==> config.mk <==
export PLATFORM = sky130hd
export DESIGN_NAME = morse_beep_seq_flat
export DESIGN_NICKNAME = d
export VERILOG_FILES = /design/src/rtl/morse_beep_seq_if.sv /design/src/rtl/morse_beep_seq.sv /design/src/flat_wrapper.sv
export SDC_FILE = /design/constraint.sdc
export NUM_CORES = 1
export LEC_CHECK = 0
export CORE_ASPECT_RATIO = 1.4
export CORE_UTILIZATION = 40
export DETAILED_ROUTE_END_ITERATION = 8
export SLEW_MARGIN = 20
export SYNTH_ARGS = -nofsm -noshare
export SYNTH_HDL_FRONTEND = slang
export SYNTH_SLANG_ARGS = --single-unit
export TNS_END_PERCENT = 100
==> constraint.sdc <==
create_clock -name clk -period 3.6 [get_ports clk]
set_input_delay 0.54 -clock clk [delete_from_list [all_inputs] [get_ports clk]]
set_output_delay 0.54 -clock clk [all_outputs]
set_load 0.02 [all_outputs]
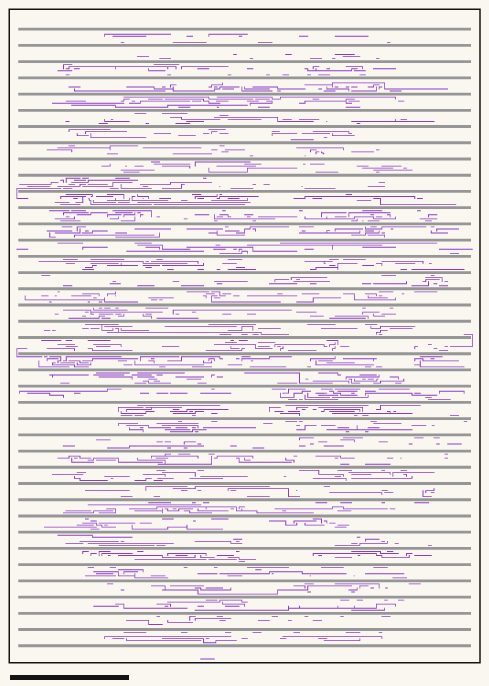
Fig. 1. Signal wires on met1 (run 1).
Scale bar: 20 um. Supply wires on this layer in gray.
The layer holds 42% of the routed length. The longest straight run is 26.2 um. The layer carries 3550 um of wire. The wires run mostly horizontal.
met1 usage: 0.235
via count: 2971
Routed Wire Length: 8370 um

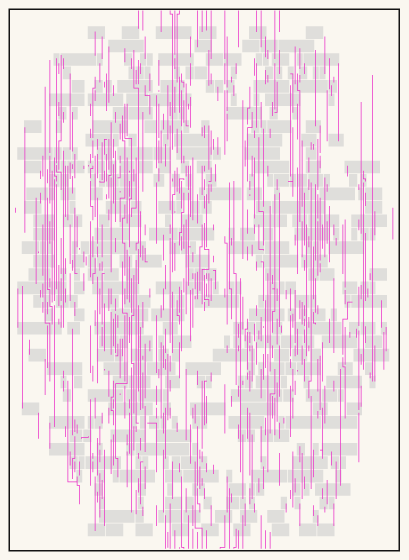
Fig. 2. Signal wires on met2 (run 1).
The longest straight run is 61.9 um. The wires run mostly vertical. The layer holds 52% of the routed length.
met2 usage: 0.393

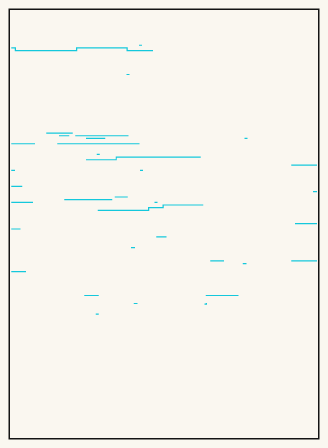
Fig. 3. Metal 3 (run 1).
24 nets have wire on it. The longest straight run is 21.4 um. The wires run mostly horizontal. The layer holds 2.6% of the routed length. The layer carries 217 um of wire.
GRT met3 Usage: 0.0382

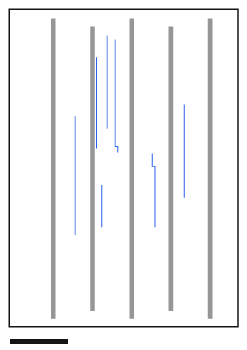
Fig. 4. Signal wires on met4 (run 1).
Scale bar: 20 um. Supply wires on this layer in gray.
The longest straight run is 40.8 um. The wires run mostly vertical. The layer holds 2.6% of the routed length.

==> results.sh, run 1 <==
# flow metrics
export IMPL_slew_headroom=0.511
export IMPL_grt_util_all_layers=0.213
export IMPL_ys_async_sr_fraction=0
export IMPL_clk_latency_ns=0.35
export IMPL_warnings=30
export IMPL_n_clock_buffer=10
export IMPL_status="finished clean"
export IMPL_comb_power_share=0.356
export IMPL_comb_cells=313
export IMPL_grt_first_pass_wirelength_um=14000
export IMPL_arrival_ns=3.69
export IMPL_cts_tree="yes"
export IMPL_ff_type="dfxtp_1"
export IMPL_seq_cell_count=64
export IMPL_seqCellArea_sq_um=1280
export IMPL_grt_pass1_vias=3013
export IMPL_maxSlewViolCount=0
export IMPL_dieWidth_um=78.6
export IMPL_ir_worst_vdd_uv=339
export IMPL_clockBufferDepth=2
export IMPL_routedWlPerCell_um=15.1
export IMPL_worstSetupPathType="register to register"
export IMPL_clkSinkCount=64
export IMPL_period_needed_ns=3.42
export IMPL_syn_avg_cell_area_sq_um=8.08
export IMPL_finalSetupViolCount=0
export IMPL_comb_area_sq_um=1910
export IMPL_clock_area_frac=0.0544
export IMPL_postSynthSeqShare=0.390
export IMPL_drc=0
export IMPL_ff2ff_setup_slack_ns=0.18
export IMPL_syn_num_nets=457
export IMPL_ys_types=52
export IMPL_num_nonclk_inverters=12
export IMPL_leakage_nw=1.56
export IMPL_tightest_slew_ns=0.732
export IMPL_num_nonclk_buffers=48
export IMPL_hold_worst_slack_ns=0.456
export IMPL_seqPwrFrac=0.359
export IMPL_largest_cell_class="multi-input combinational cells"
export IMPL_yosys_cell_count_top_type="nand2_1"
export IMPL_area_leaders="dfxtp_1, nand2_1, xor2_1, a21oi_1, ha_1"
export IMPL_setup_slack_ns=0.184
export IMPL_edf_count=0
export IMPL_yosys_area_sq_um=3290
export IMPL_synthDominantCellAreaShare=0.390
export IMPL_fillers=804
export IMPL_postRouteAntennaNets=0
export IMPL_hp_class="register to register"
export IMPL_port_buffers=44
export IMPL_comb_area_frac=0.471
export IMPL_nNetsFinal=498
export IMPL_dieArea_sq_um=8590
export IMPL_buf_share=0.116
export IMPL_clockRootBuffer="clkbuf_8"
export IMPL_vias_per_cell=5.37
export IMPL_syn_to_final_growth_pct=23.2
export IMPL_row_count=38
export IMPL_fmax_mhz=293
export IMPL_post_route_util=0.516
export IMPL_antennaDiodeCount=0
export IMPL_syn_cell_area_sq_um=3290
export IMPL_post_place_ws_ns=0.244
export IMPL_crit_required_ns=3.87
export IMPL_swShare=0.377
export IMPL_yosysCellCount=407
export IMPL_io_pin_count=45
export IMPL_initCoreUtil=0.419
export IMPL_placed_cell_area_sq_um=3820
export IMPL_p_sw_uw=925
export IMPL_power_density_nw_per_um2=605
export IMPL_skew_ns=0.00756
export IMPL_startpoint_type="register"
export IMPL_post_cts_buffers=0
export IMPL_ys_warn_count=0
==> run 1: cell families (layout without fill, tap and decap cells) <==
group,after synthesis,in the layout,synth area share
XOR/XNOR,33,33,0.0879
AND-OR/OR-AND,88,88,0.175
buffers and inverters,30,76,0.0342
flip-flops,64,64,0.390
adder cells (fa/ha/maj),11,11,0.0418
multiplexers,5,5,0.0186
AND/OR/NAND/NOR,176,176,0.253
==> run 1: worst max-delay path: stages (launching register included) <==
cell and delay (ns):
dfxtp_1 0.48, nand2b_1 0.15, or2_1 0.30, and4_1 0.25
nor3_4 0.31, ha_1 0.22, xor2_1 0.09, or3_4 0.41
a2111oi_4 0.34, nor4_1 0.14, or4_1 0.52, a21oi_1 0.13
==> run 1: power by group through the flow <==
stage	sequential, mW	clock, mW	combinational, mW
finish	0.879	0.699	0.874
global route	0.892	0.750	0.975
CTS	0.880	0.712	0.873
detailed placement	0.896	0	0.868
global placement	0.895	0	0.859
floorplan	0.881	0	0.628
==> run 1: routing by layer <==
layer	wire length, um	vias up	GRT usage
li1	-	1496	-
met1	3550	1414	0.235
met2	4380	44	0.393
met3	217	17	0.0382
met4	216	0	0.0952
met5	0	-	0
==> run 1: cells in the final DEF, fill, tap and decap left out, drive strengths merged, types with 7 or more instances in the layout <==
cell / synthesis / layout
nand2: 85 / 85
dfxtp: 64 / 64
a21oi: 48 / 48
clkdlybuf4s50: 0 / 44
nor2: 30 / 30
xor2: 28 / 28
o21ai: 15 / 15
nor3: 15 / 15
inv: 12 / 13
nand4: 11 / 11
ha: 11 / 11
clkbuf: 18 / 10
nand3: 7 / 7
==> run 1: what timing repair did <==
item / CTS / global route
resized: 0 / 2
hold buffers: 0 / 0
setup endpoints to repair: 0 / 5
==> inputs of run 2 (changes only) <==
CTS_BUF_LIST = sky130_fd_sc_hd__clkbuf_4 sky130_fd_sc_hd__clkbuf_8 sky130_fd_sc_hd__clkbuf_16   (was unset)
SETUP_SLACK_MARGIN = 0.2   (was unset)
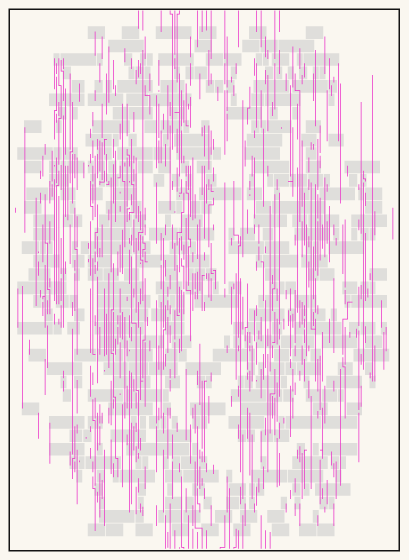
Fig. 5. Signal wires on met2 (run 2).
The longest straight run is 61.9 um. 424 nets have wire on it. The layer carries 4410 um of wire.
via count: 3008
Routed Wire Length: 8500 um

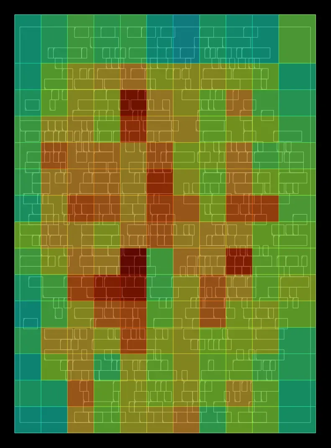
Fig. 6. Track usage over the die (run 2).
Global Route Usage Sum: 0.213
fin util: 0.527
gr busiest metal: met2
WL/cell: 15.2 um

==> results.sh, run 2 <==
# flow metrics
export IMPL_clockBufferDepth=2
export IMPL_syn_num_nets=457
export IMPL_ys_warn_count=0
export IMPL_place_gp_congestion=0.844
export IMPL_tightest_slew_ns=0.737
export IMPL_power_density_nw_per_um2=608
export IMPL_cts_tree="yes"
export IMPL_dieArea_sq_um=8590
export IMPL_yosys_area_sq_um=3290
export IMPL_fin_setup_tns_ns=0
export IMPL_status="finished clean"
export IMPL_hold_worst_slack_ns=0.459
export IMPL_crit_required_ns=3.88
export IMPL_finalClockPeriodUsage=0.900
export IMPL_postSynthSeqShare=0.390
export IMPL_top_area_cell="dfxtp_1"
export IMPL_edf_count=0
export IMPL_startpoint_type="register"
export IMPL_lay_top_cells="nand2_1, dfxtp_1, a21oi_1"
export IMPL_dieWidth_um=78.6
export IMPL_core_sq_um=7850
export IMPL_area_leaders="dfxtp_1, nand2_1, xor2_1, a21oi_1, ha_1"
export IMPL_worstSetupPathType="register to register"
export IMPL_ys_async_sr_fraction=0
export IMPL_maxSlewViolCount=0
export IMPL_rsz0062_at_grt="no"
export IMPL_seqCellArea_sq_um=1290
export IMPL_yosysCellCount=407
export IMPL_instances_no_fill=559
export IMPL_hp_class="register to register"
export IMPL_dpl_hpwl_um=6030
export IMPL_clkSinkCount=64
export IMPL_die_y_um=109
export IMPL_comb_area_sq_um=1940
export IMPL_drive_gt1_frac=0.105
export IMPL_slowest_stage="or4_1"
export IMPL_reg2reg_depth=13
export IMPL_cts_hold_buf=0
export IMPL_grt_first_pass_wirelength_um=14000
export IMPL_crit_chain="mux2_4, a21oi_4, buf_6, nor2_1, nor3_4, ha_2, xor2_1, or3_4, a2111oi_4, buf_4, nor4_2, or4_1, a21oi_1"
export IMPL_fillers=784
export IMPL_gr_total_overflow=0
export IMPL_row_count=38
export IMPL_ys_ff=64
export IMPL_critPathMaxStageDelay_ns=0.51
export IMPL_clk_latency_ns=0.35
export IMPL_port_buffers=44
export IMPL_dp_cells=537
export IMPL_top_cells_by_count="nand2_1, dfxtp_1, a21oi_1"
export IMPL_clockRootBuffer="clkbuf_8"
export IMPL_firstDrtPassIters=4
export IMPL_arrival_ns=3.52
export IMPL_antennaDiodeCount=0
export IMPL_lay_top_count="nand2_1"
export IMPL_drv_cap=0
export IMPL_holdPathStages=2
export IMPL_period_needed_ns=3.24
export IMPL_clk_pin_slew_ns=0.08
export IMPL_hold_violations=0
export IMPL_ys_types=52
export IMPL_nNetsFinal=504
export IMPL_vias_per_cell=5.38
export IMPL_syn_inst=407
export IMPL_grt_pass1_vias=3013
export IMPL_ff2ff_setup_slack_ns=0.36
export IMPL_finalSetupViolCount=0
export IMPL_initCoreUtil=0.419
export IMPL_slew_headroom=0.507
export IMPL_fmax_mhz=309
export IMPL_cts_htree_levels=3
export IMPL_leakage_nw=1.59
export IMPL_grt_antenna_before_repair=0
export IMPL_ff_type="dfxtp_1"
export IMPL_drc=0
export IMPL_syn_avg_cell_area_sq_um=8.08
export IMPL_ir_worst_vdd_uv=362
export IMPL_warnings=30
export IMPL_postRouteAntennaNets=0
export IMPL_cts_made_buffers=9
export IMPL_drtIter0Drc=128
export IMPL_cp_max_fo=5
export IMPL_synthDominantCellAreaShare=0.390
export IMPL_placed_cell_area_sq_um=3820
export IMPL_yosys_cell_count_top_type="nand2_1"
export IMPL_syn_to_final_growth_pct=25.8
export IMPL_crit_path_end_kind="register"
export IMPL_design_area_sq_um=4140
export IMPL_io_pin_count=45
export IMPL_syn_cell_area_sq_um=3290
export IMPL_skew_ns=0.00699
export IMPL_grt_max_degree=46
export IMPL_finalPower_mw=2.51
## run 2: worst max-delay path, delay by kind of cell, from the launching register on
| family | cells | cell delay, ns |
|---|---|---|
| adder cells (fa/ha/maj) | 1 | 0.19 |
| XOR/XNOR | 1 | 0.09 |
| multiplexers | 1 | 0.31 |
| AND/OR/NAND/NOR | 5 | 1.17 |
| AND-OR/OR-AND | 3 | 0.70 |
| flip-flops | 1 | 0.38 |
| buffers and inverters | 2 | 0.33 |
## run 2: layer usage
metal,GRT usage,routed length (um),up-vias
met5,0,0,-
met4,0.0952,353,0
met3,0.0382,225,24
met2,0.393,4410,47
met1,0.235,3510,1433
li1,-,-,1504
## run 2: final cells by class
cell class / instances / area share
clock buffers: 10 / 0.0318
clock inverters: 6 / 0.0224
inverters: 12 / 0.0109
multi-input cells: 313 / 0.468
flip-flops and latches: 64 / 0.311
well taps: 100 / 0.0302
repair buffers: 54 / 0.126
## run 2: through the flow
step | utilization | setup WS, ns
floorplan | - | 0.389
global placement | 0.487 | 0.337
detailed placement | 0.487 | 0.244
CTS | 0.515 | 0.222
global route | 0.527 | 0.199
finish | 0.527 | 0.359
## run 2: report_power, final
part	switching [mW]	internal, mW	total [mW]	leakage [nW]
Combinational	0.561	0.366	0.927	0.961
Clock	0.308	0.401	0.709	0.107
Sequential	0.0752	0.804	0.879	0.524
Total	0.944	1.57	2.51	1.59
## run 2: logic make-up after synthesis
logic type      Yosys count  synth area share
simple gates            176             0.253
compound gates           88             0.175
flops                    64             0.390
xor+xnor                 33            0.0879
buf+inv                  30            0.0342
fa+ha+maj                11            0.0418
mux                       5            0.0186
## run 2: timing repair
action,in CTS,in global routing
setup buffers,0,6
endpoints found under the setup margin,0,8
resized,0,12
No activity file was given, so power comes from the tool's default toggle rates.
